Fig. 1: run 1, signal wires on met1
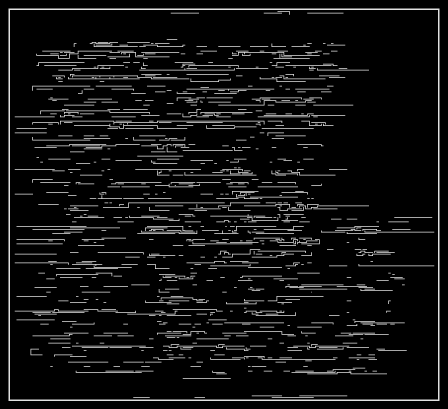
Fig. 2: run 1, the metal 2 layer
Bar = 20 µm. Cells faint in the background.
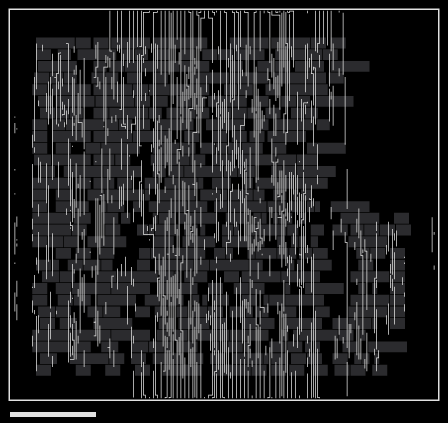
Fig. 3: run 1, metal 3
Bar = 20 µm.
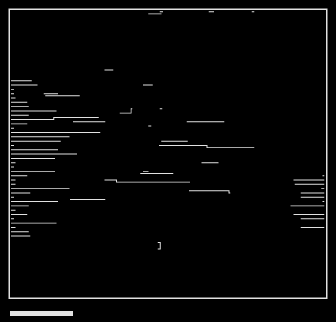
==> config.mk <==
export PLATFORM = sky130hd
export DESIGN_NAME = mem_port_arbiter
export DESIGN_NICKNAME = d
export VERILOG_FILES = /design/src/rtl/mem_port_arbiter.sv
export SDC_FILE = /design/constraint.sdc
export NUM_CORES = 1
export LEC_CHECK = 0
export CAP_MARGIN = 20
export CORE_ASPECT_RATIO = 0.9
export CORE_MARGIN = 5
export CORE_UTILIZATION = 46
export DETAILED_ROUTE_END_ITERATION = 12
export PLACE_DENSITY = 0.85
export SETUP_SLACK_MARGIN = 0.5
export SLEW_MARGIN = 20
export SYNTH_ARGS = -nofsm -noshare
export SYNTH_HDL_FRONTEND = slang
export SYNTH_SLANG_ARGS = --single-unit
==> constraint.sdc <==
create_clock -name clk -period 5.4 [get_ports clk]
set_clock_uncertainty 0.2 [all_clocks]
set_input_delay 1.08 -clock clk [delete_from_list [all_inputs] [get_ports clk]]
set_output_delay 1.08 -clock clk [all_outputs]
set_load 0.005 [all_outputs]
==> flow_metrics.py, run 1 <==
# Flow results
metrics = {
    "grt": {
        "grt_pass1_vias": 2876,
        "grt_max_degree": 42,
        "top_usage_layer": "met2",
        "track_usage_pct": 20.2,
        "antenna_found_initial": 0,
        "grt_pass1_wl_um": 14500,
    },
    "finish": {
        "final_nets": 477,
        "final_cell_area_um2": 4990,
        "final_util_pct": 70.8,
        "final_cells": 500,
        "nFillCells": 512,
    },
    "setup_path": {
        "critPathTopFamily": "AND-OR/OR-AND gates",
        "path_cells": "clkdlybuf4s50_1, nor2b_1, nand2_1, a21oi_2, mux2_2",
        "crit_path_end_kind": "flop",
        "cp_slowest_cell": "a21oi_2",
        "critical_path_class": "in2reg",
        "max_stage_delay_ns": 0.73,
        "rrSetupSlack_ns": 3.03,
        "r2r_cells": 5,
        "start_kind": "primary input",
    },
    "hold_path": {
        "hold_path_class": "reg2reg",
        "hold_path_depth": 2,
    },
    "floorplanning": {
        "initial_core_util_pct": 47.2,
        "core-area_um2": 7040,
        "die_h_um": 90.6,
        "rows": 29,
    },
    "power_and_ir_drop": {
        "p_int_uw": 1760,
        "power.density_nw_per_um2": 520,
        "seq_power_share_pct": 38.8,
        "p_sw_uw": 839,
        "comb_power_share_pct": 45.3,
        "swShare_pct": 32.3,
    },
    "placed_design": {
        "dpl_worst_slack_ns": 1.92,
        "place_inst": 484,
        "dpl.hpwl_um": 6380,
        "port_buffers": 138,
        "dpl_cell_area_um2": 4790,
    },
    "clocking": {
        "post-cts-setup-buffers": 0,
        "clock_latency_ns": 0.35,
        "path_clk_slew_ns": 0.08,
        "numCtsBuffers": 9,
    },
    "yosys": {
        "common_cells": "dfrtp_1, a22o_1, nand2_1",
        "synthCells": 263,
        "logic_family": "AND-OR/OR-AND gates",
        "xor_share_pct": 0.527,
        "syn-num-nets": 338,
        "yosys.cell_count.top_type": "dfrtp_1",
        "top_area_cell": "dfrtp_1",
        "ys_cells": 263,
        "synthArstFlopShare_pct": 100,
    },
    "timing": {
        "rsz0062_at_grt": "no",
        "tightestPinTransition_ns": 0.987,
        "final-hold-violation-count": 0,
        "post-route-period-util_pct": 58.2,
    },
    "route": {
        "met2_length_um": 4520,
        "drc": 0,
        "drt_iter0_markers": 123,
    },
    "run": {
        "cap_violations": 0,
        "tool_warnings": 29,
    },
    "status": {
        "status": "completed",
    },
}
Back to the opening pictures, Fig. 1:
share of all routed wire	39%
nets with wire on the layer	426
wire length on this layer	3360 µm
met1 usage: 24.6%
drt total wl: 8570 µm
via count: 2624

Back to the opening pictures, Fig. 2:
longest straight run	36.7 µm
wire length on this layer	4520 µm
nets with wire on the layer	429
main direction	vertical
GR Util met2: 33.6%

Back to the opening pictures, Fig. 3:
longest straight run	27.8 µm
share of all routed wire	6.1%
wire length on this layer	521 µm
met3 Use GR: 7.18%

## run 1: layout make-up
type	count	area, µm²	share of cell area, %
flip-flops and latches	80	2000	40.2
repair buffers	141	1410	28.2
multi-input cells	160	1240	24.8
clock buffers	9	124	2.48
well taps	93	116	2.33
clock inverters	7	60.1	1.20
inverters	10	38.8	0.778
## run 1: power groups by stage
stage | registers [µW] | clock network, µW | logic (µW)
after floorplan | 1020 | 0 | 502
after global placement | 1000 | 0 | 1150
after detailed placement | 1020 | 0 | 1190
after CTS | 1010 | 424 | 1190
after global routing | 1040 | 456 | 1280
final | 1010 | 413 | 1180
## run 1: tightest hold or removal path, delay by kind of cell (launching register included)
| family | cells | cell delay (ns) |
|---|---|---|
| flip-flops | 1 | 0.35 |
| AND/OR/NAND/NOR | 1 | 0.05 |
| AND-OR/OR-AND | 1 | 0.06 |
==> run 2: changes to the inputs <==
- CORE_UTILIZATION: 46 -> 38
- PLACE_DENSITY: 0.85 -> 0.75
- clock period: 5.4 -> 2.7 ns (I/O delays scaled with it)
==> run 2 against run 1 <==
Effect of this change:
- via count increased by 0.72%
- synthesized area unchanged
- critical path depth increased by 1
- clock power increased by 140%
- first-iteration DRC count decreased by 8.1%
==> flow_metrics.py, run 2 <==
# Flow results
metrics = {
    "finish": {
        "logic_area_um2": 1230,
        "final_cells": 536,
        "largestClassByArea": "flip-flops and latches",
        "final_cell_area_um2": 5170,
        "num-clock-buffers": 10,
        "flop_area_um2": 2000,
        "nFillCells": 731,
        "clkCellAreaFrac_pct": 4.41,
        "seq_share_pct": 38.8,
    },
    "clocking": {
        "numCtsBuffers": 9,
        "clock_latency_ns": 0.34,
        "path_clk_slew_ns": 0.08,
    },
    "power_and_ir_drop": {
        "power_leader": "combinational cells",
        "swShare_pct": 30.5,
        "powerComb_uw": 2420,
        "p_clk_uw": 997,
        "power.density_nw_per_um2": 1050,
        "p_seq_uw": 2020,
        "p_sw_uw": 1660,
    },
    "timing": {
        "rsz0062_at_grt": "no",
        "post-route-period-util_pct": 77.0,
        "final-hold-violation-count": 0,
    },
    "floorplanning": {
        "core-area_um2": 8570,
        "initial_core_util_pct": 38.8,
        "die_h_um": 98.7,
        "tapCellCount": 119,
        "rows": 32,
    },
    "yosys": {
        "ys_cells": 263,
        "syn-num-nets": 338,
        "synthArstFlopShare_pct": 100,
    },
    "grt": {
        "grt_pass1_wl_um": 13900,
        "grt_max_degree": 38,
        "antenna_found_initial": 0,
        "top_usage_layer": "met2",
    },
    "route": {
        "drt_iter0_markers": 113,
        "drc": 0,
    },
    "status": {
        "status": "completed",
    },
    "setup_path": {
        "critical_path_class": "in2reg",
        "rrSetupSlack_ns": 0.65,
        "crit_path_end_kind": "flop",
        "max_stage_delay_ns": 0.47,
        "start_kind": "primary input",
    },
    "run": {
        "tool_warnings": 29,
    },
    "hold_path": {
        "hold_path_class": "reg2reg",
        "hold_path_depth": 2,
    },
    "placed_design": {
        "port_buffers": 138,
        "dpl_worst_slack_ns": 0.263,
    },
}
[run 2: cell counts after synthesis]
Identical to the previous run, type by type.
[run 2: cells by family after synthesis]
kind of cell,synth area share [%]
AND-OR/OR-AND,15.6
XOR/XNOR,0.527
AND/OR/NAND/NOR,8.17
adder cells (fa/ha/maj),1.88
multiplexers,10.6
flip-flops,60.3
buffers and inverters,2.97
[run 2: worst max-delay path: cells and delay by family]
family          cells  cell delay (ns)
simple gates        2             0.42
buf+inv             2             0.67
compound gates      1             0.13
mux                 1             0.35
[run 2: metal layers]
layer	wire length, µm	up-vias
met1	3430	1315
met4	80	0
li1	-	1251
met3	605	9
met2	4460	68
met5	0	-
Fig. 4: run 2, signal wires on met1
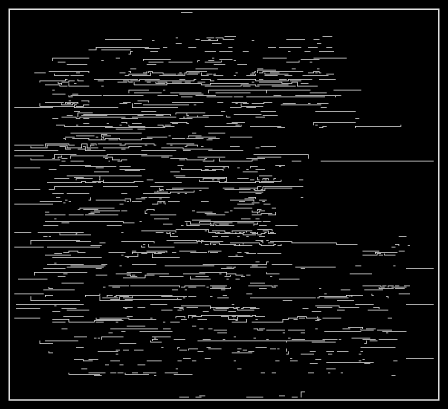
share of all routed wire	40%
wire length on this layer	3430 µm
met1 usage: 19.0%
drt total wl: 8580 µm
via count: 2643

Fig. 5: run 2, routing congestion map
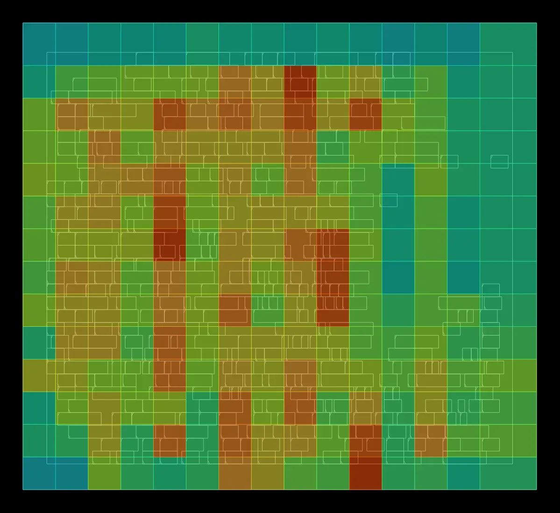
post-layout util: 60.3%
met3 Use GR: 5.89%
All-Layer GR Usage: 16.4%
GR Util met2: 28.6%

Fig. 6: run 2, metal 3
Bar = 20 µm.
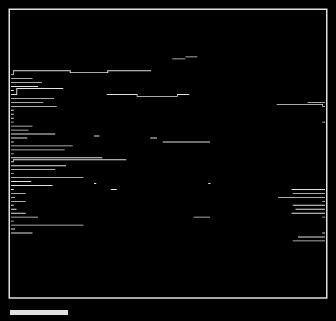
nets with wire on the layer	59
share of all routed wire	7.1%
longest straight run	38.6 µm
main direction	horizontal
wire length on this layer	606 µm

No activity file was given, so power comes from the tool's default toggle rates.
